run_1/clocks.png
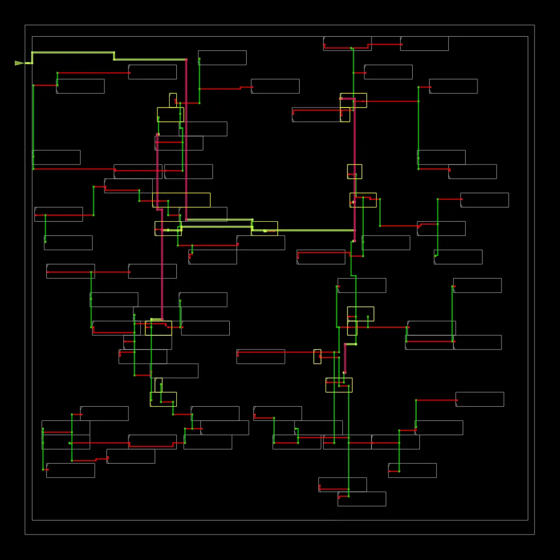
run_1/clk_routes.png
Drawn at 6 px/um.
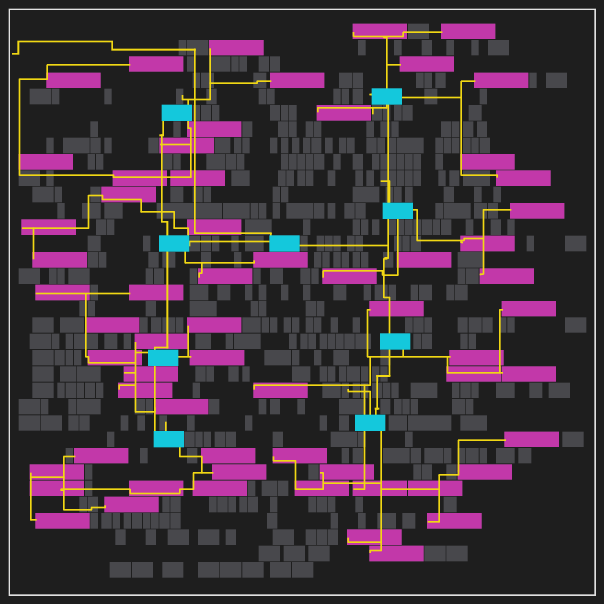
run_1/placement_by_type.png
Drawn at 4 px/um. Fill, decap, tap and diode cells in gray.
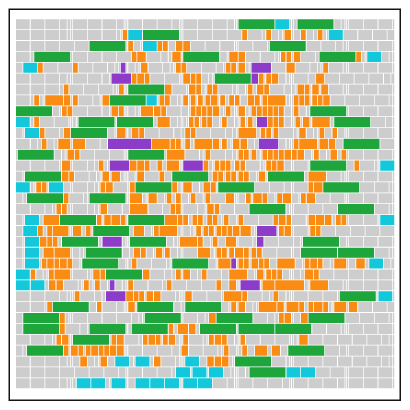
run_1/cell_density.png
Drawn at 3 px/um. 10 x 10 tiles, from black (low) to pale yellow (high), 0 to 100% covered.
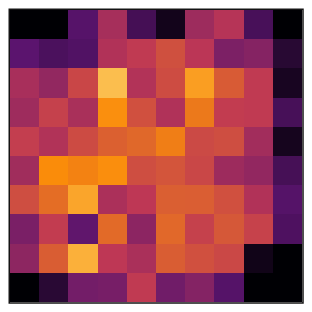
==> config.mk <==
export PLATFORM = sky130hd
export DESIGN_NAME = compat_multiply
export DESIGN_NICKNAME = d
export VERILOG_FILES = /design/src/rtl/compat_multiply.sv
export SDC_FILE = /design/constraint.sdc
export NUM_CORES = 1
export LEC_CHECK = 0
export ABC_AREA = 1
export CORE_UTILIZATION = 40
export DETAILED_ROUTE_END_ITERATION = 10
export PLACE_DENSITY = 0.6
export SKIP_LAST_GASP = 1
export SLEW_MARGIN = 20
export SYNTH_ARGS = -nofsm -noshare
export SYNTH_HDL_FRONTEND = slang
export SYNTH_SLANG_ARGS = --single-unit
export TNS_END_PERCENT = 30
==> constraint.sdc <==
create_clock -name clock -period 5.45 [get_ports clock]
set_input_delay 1.09 -clock clock [delete_from_list [all_inputs] [get_ports clock]]
set_output_delay 1.09 -clock clock [all_outputs]
set_load 0.05 [all_outputs]
==> impl_metrics.py, run 1 <==
# Auto-generated metrics
metrics = {
    "outcome": {
        "outcome": "finished, final reports clean",
    },
    "cells_and_area": {
        "syn2layout_area_growth_pct": 16.4,
        "drive_gt1_share_pct": 9.04,
    },
    "route": {
        "vias": 3128,
        "drt_iter0_drc": 181,
        "ant_nets": 0,
        "avgRoutedWirePerCell_um": 13.5,
        "drc": 0,
    },
    "worst_setup_path": {
        "worst_path_max_delay_cell": "clkdlybuf4s50_1",
        "cp-end-kind": "output port",
        "arrival_ps": 2710,
        "critPathKind": "in -> out",
        "cp.required_ps": 4360,
    },
    "final_timing": {
        "finalSetupTns_ps": 0,
        "min_period_over_period_pct": 69.8,
        "hold_violations": 0,
        "rsz0062_at_grt": "false",
        "slew_headroom_pct": 40.1,
    },
    "placement": {
        "io_buffers": 38,
        "place_congestion": 0.826,
    },
    "synthesis": {
        "ys_area_um2": 3640,
        "async_flop_share_pct": 100,
        "ys_types": 28,
        "syn_area_um2": 3640,
        "ys_seq_share_pct": 42.6,
        "synthTopCellsByCount": "154 x nand2_1, 62 x dfrtp_1, 53 x inv_1",
        "synth_flops": 62,
        "yosysTopAreaCellShare_pct": 42.6,
    },
    "grt": {
        "grt_start_max_net_pins": 36,
        "grt_pass1_wl_mm": 15.0,
        "grt_overflow_total": 0,
        "antenna_found_initial": 0,
    },
    "die": {
        "die_w_um": 97.4,
        "die_h_um": 97.4,
    },
    "min_path": {
        "min_path_type": "reg -> reg",
    },
    "clocking": {
        "cts_root_buf": "clkbuf_8",
        "clk_pin_slew_ps": 70,
    },
    "power": {
        "switching_share_pct": 43.1,
    },
}
Notes on clocks.png above:
Latency at later pin: 340 ps
clock sink count: 62
clkbuf count: 12
FFs & Latches: 62
Worst Clk Skew: 9.28 ps

Notes on clk_routes.png above:
legend:
  clock wires:
    color: yellow
    length: 911 um
  flip-flops:
    color: magenta
    count: 62
  clock drivers:
    color: cyan
    count: 9
flops lie: widely spread
Clock power frac: 19.0%
Power Clock: 0.392 mW

Notes on placement_by_type.png above:
legend:
  combinational and other logic:
    color: orange
    cells: 403
  other buffers and delay cells:
    color: cyan
    cells: 39
  clock drivers and dummy loads:
    color: purple
    cells: 16
  flops:
    color: green
    cells: 62
Row Count: 34
fin util: 48.4%
area of the core: 8760 um^2
post-route cell area: 4240 um^2

Notes on cell_density.png above:
tiles over 75% full: 6.0%
nearly empty tiles: 7.0%
mean over tiles: 43%
fullest tile: 86%
initial core utilization: 41.5%

-- run 1: cells in the final DEF, fill, tap and decap left out, types with 7 or more instances in the layout --
cell type / count
inv_1: 52
a21oi_1: 35
xnor2_1: 8
nor2_1: 28
ha_1: 16
clkdlybuf4s50_1: 38
nand3_1: 41
clkbuf_8: 9
o22ai_1: 9
o21ai_0: 15
nand2_1: 154
dfrtp_1: 62
or2_2: 11
inv_2: 7
-- run 1: power groups by stage --
stage / combinational, mW / clock [mW] / sequential [mW]
detailed placement: 0.969 / 0 / 0.706
floorplan: 0.758 / 0 / 0.696
global placement: 0.950 / 0 / 0.702
finish: 0.969 / 0.392 / 0.699
CTS: 0.972 / 0.403 / 0.699
global route: 1.11 / 0.421 / 0.719
-- run 1: cell type report --
| cell class | count | area (um^2) |
|---|---|---|
| flip-flops and latches | 62 | 1550 |
| clock inverters | 4 | 47.5 |
| well taps | 108 | 135 |
| repair buffers | 39 | 388 |
| multi-input cells | 344 | 1760 |
| fillers | 873 | 4530 |
| inverters | 59 | 221 |
| clock buffers | 12 | 135 |
-- run 1: logic make-up (layout without fill, tap and decap cells) --
logic type      Yosys count  after routing  synth area share, %
flops                    62             62                 42.6
fa+ha+maj                17             17                 6.05
simple gates            250            250                 29.5
compound gates           68             68                 10.6
xor+xnor                  9              9                 2.17
buf+inv                  74            114                 9.04
-- run 1: metrics by stage --
stage	power [mW]	instance area, um^2	hold WS, ps	util, %	worst slack, ps
6_report	2.06	4240	478	48.4	1650
3_5_place_dp	1.67	4060	464	46.3	1650
4_1_cts	2.07	4240	484	48.4	1640
2_1_floorplan	1.45	3640	449	-	2400
3_3_place_gp	1.65	4060	462	46.3	1650
5_1_grt	2.26	4240	497	48.4	1570
-- run 1: per-layer routing --
metal / GRT usage [%] / vias to the layer above / part of all wire [%]
met2: 32.0 / 47 / 47
li1: - / 1593 / -
met1: 26.6 / 1477 / 50
met4: 7.81 / 0 / 1.2
met5: 0 / - / 0
met3: 2.81 / 11 / 2.6
-- run 1: worst max-delay path, delay by kind of cell --
| family | cells | cell delay, ps |
|---|---|---|
| AND/OR/NAND/NOR | 2 | 190 |
| buffers and inverters | 4 | 1440 |
run_1/detail.png
Region (36, 36) to (61, 61) um. Cells in gray, sequential cells in the stronger gray; small squares are vias.
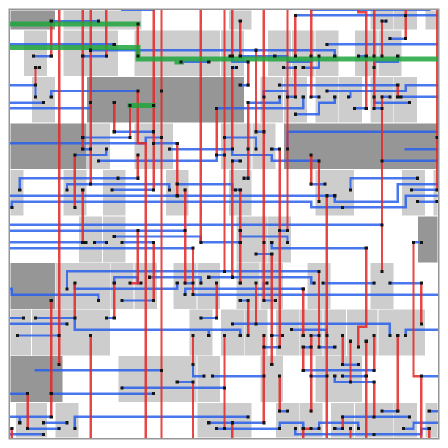

==> run 2, diff against run 1 <==
Clock period 5.45 ns to 3.65 ns, I/O delays scaled along.
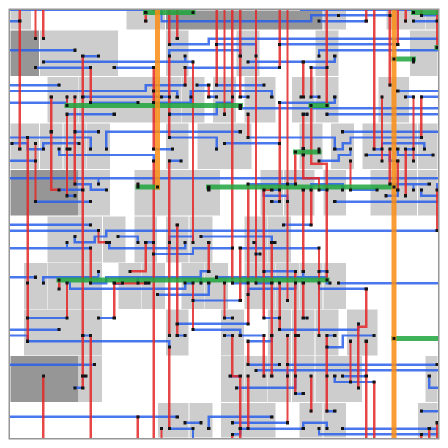
run_2/detail.png
Region (36, 36) to (61, 61) um. Cells in gray, sequential cells in the stronger gray; small squares are vias.
legend:
  metal 2:
    color: red
  metal 3:
    color: green
  metal 1:
    color: blue
  metal 4:
    color: orange
cells with their middle in the window: 69
most frequent: nand2_1 (32), inv_1 (14), nand3_1 (5)
sequential cells in the window: 0

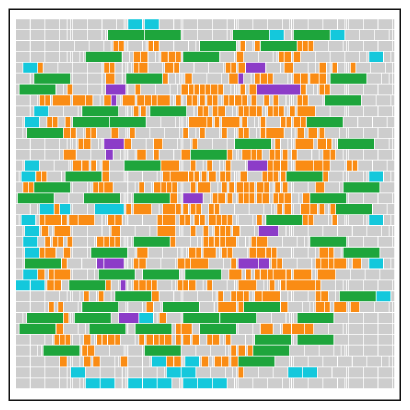
run_2/placement_by_type.png
Drawn at 4 px/um. Fill, decap, tap and diode cells in gray.
legend:
  clock drivers and dummy loads:
    color: purple
    cells: 16
  other buffers and delay cells:
    color: cyan
    cells: 40
  combinational and other logic:
    color: orange
    cells: 403
  flops:
    color: green
    cells: 62
fin util: 48.6%
post-route cell area: 4260 um^2
flop share of the area: 36.4%

==> impl_metrics.py, run 2 <==
# Auto-generated metrics
metrics = {
    "final_timing": {
        "setup_ws_ps": 543,
        "slew_headroom_pct": 38.6,
        "setup_violations": 0,
        "hold_violations": 0,
        "fin_crit_ps": 3110,
        "worstMarginPinSlew_ps": 921,
        "min_period_over_period_pct": 85.1,
        "finalSetupTns_ps": 0,
        "final_max_slew_viol_count": 0,
        "rsz0062_at_grt": "false",
        "finClkSkew_ps": 10.6,
        "timing.fmax_mhz": 322,
        "whs_ps": 481,
    },
    "cells_and_area": {
        "fillers": 861,
        "regArea_um2": 1550,
        "drive_gt1_share_pct": 9.21,
        "syn2layout_area_growth_pct": 17.0,
        "layout_top_cells": "154 x nand2_1, 62 x dfrtp_1, 52 x inv_1, 41 x nand3_1, 38 x clkdlybuf4s50_1",
        "lay_top_count": "nand2_1",
        "diodes": 0,
        "final_nets": 554,
        "mi_logic_area_um2": 1760,
    },
    "worst_setup_path": {
        "critPathKind": "in -> out",
        "cp-end-kind": "output port",
        "cp.required_ps": 2920,
        "worst_path_max_delay_cell": "clkdlybuf4s50_1",
        "arrival_ps": 2380,
        "startpoint_type": "input pin",
        "slowest_delay_ps": 800,
    },
    "die": {
        "die_w_um": 97.4,
        "rows": 34,
        "core_area_um2": 8760,
        "die_area_um2": 9480,
        "die_h_um": 97.4,
        "initial_utilization_pct": 41.5,
    },
    "grt": {
        "grt_pass1_wl_mm": 14.7,
        "track_usage_pct": 19.4,
        "antenna_found_initial": 0,
        "grt_overflow_total": 0,
        "grt_start_max_net_pins": 36,
    },
    "synthesis": {
        "synth.avg_cell_area_um2": 7.58,
        "edf_count": 0,
        "synth_flops": 62,
        "flop_cell": "dfrtp_1",
        "async_flop_share_pct": 100,
        "synthTopCellsByCount": "154 x nand2_1, 62 x dfrtp_1, 53 x inv_1",
        "ys_area_um2": 3640,
        "ys_types": 28,
        "yosysWarnings": 0,
        "ys_seq_share_pct": 42.6,
        "syn_area_um2": 3640,
        "yosysTopAreaCellShare_pct": 42.6,
        "synth_nets": 518,
        "syn_inst": 480,
    },
    "clocking": {
        "clock-sinks": 62,
        "cts_buffers": 9,
        "clk_pin_slew_ps": 80,
        "cts_root_buf": "clkbuf_8",
        "post_cts_resized": 0,
        "htree_levels": 3,
        "cts_max_path_buffers": 2,
        "clock.latency.late_pin_ps": 340,
    },
    "placement": {
        "hpwl_mm": 5.87,
        "dpl_worst_slack_ps": 545,
        "place_congestion": 0.814,
        "io_buffers": 38,
    },
    "power": {
        "switching_share_pct": 43.2,
        "worst_ir_drop_vdd_uv": 272,
        "combPwrFrac_pct": 47.1,
        "clkPwrFrac_pct": 19.1,
        "power_density_nw_per_um2": 724,
    },
    "min_path": {
        "min_path_type": "reg -> reg",
        "hold_path_depth": 2,
    },
    "flow_run": {
        "drv_cap": 0,
    },
    "route": {
        "ant_nets": 0,
        "routed_wl_mm": 8.48,
        "avgRoutedWirePerCell_um": 13.5,
        "vias": 3132,
        "drt-vias-per-instance": 4.98,
        "drt_iter0_drc": 145,
        "drc": 0,
    },
    "outcome": {
        "outcome": "finished, final reports clean",
    },
}
## run 2: cell families after synthesis
family                   after synthesis  share of synthesized area [%]
AND/OR/NAND/NOR                      250                           29.5
buffers and inverters                 74                           9.04
AND-OR/OR-AND                         68                           10.6
flip-flops                            62                           42.6
adder cells (fa/ha/maj)               17                           6.05
XOR/XNOR                               9                           2.17
## run 2: through the flow
step | cell area (um^2) | cells | total power, mW | utilization, %
final | 4260 | 629 | 3.08 | 48.6
after global routing | 4260 | 629 | 3.36 | 48.6
after CTS | 4260 | 629 | 3.10 | 48.6
after detailed placement | 4080 | 613 | 2.50 | 46.5
after global placement | 4080 | 613 | 2.47 | 46.5
after floorplan | 3640 | 480 | 2.17 | -
## run 2: power by group through the flow
stage	Combinational (mW)	Sequential, mW	Clock, mW
finish	1.45	1.04	0.589
global route	1.66	1.07	0.632
CTS	1.46	1.04	0.604
detailed placement	1.45	1.05	0
global placement	1.42	1.05	0
floorplan	1.13	1.04	0
## run 2: worst max-delay path: cells and delay by family
family,cells,cell delay [ps]
simple gates,2,190
buf+inv,4,1460
## run 2: layout make-up
class                   count  share of cell area [%]
clock buffers              12                    3.17
clock inverters             4                    1.12
inverters                  59                    5.20
multi-input cells         344                    41.3
flip-flops and latches     62                    36.4
well taps                 108                    3.17
repair buffers             40                    9.58
## run 2: metal layers
layer  vias to the layer above  share of wire (%)  track usage (%)
met5                         -                  0                0
met4                         0                1.4             7.92
met3                         9                4.1             2.81
li1                       1601                  -                -
met2                        72                 45             30.6
met1                      1450                 50             26.7
Power figures rest on the tool's default switching activity, not on a simulated workload.
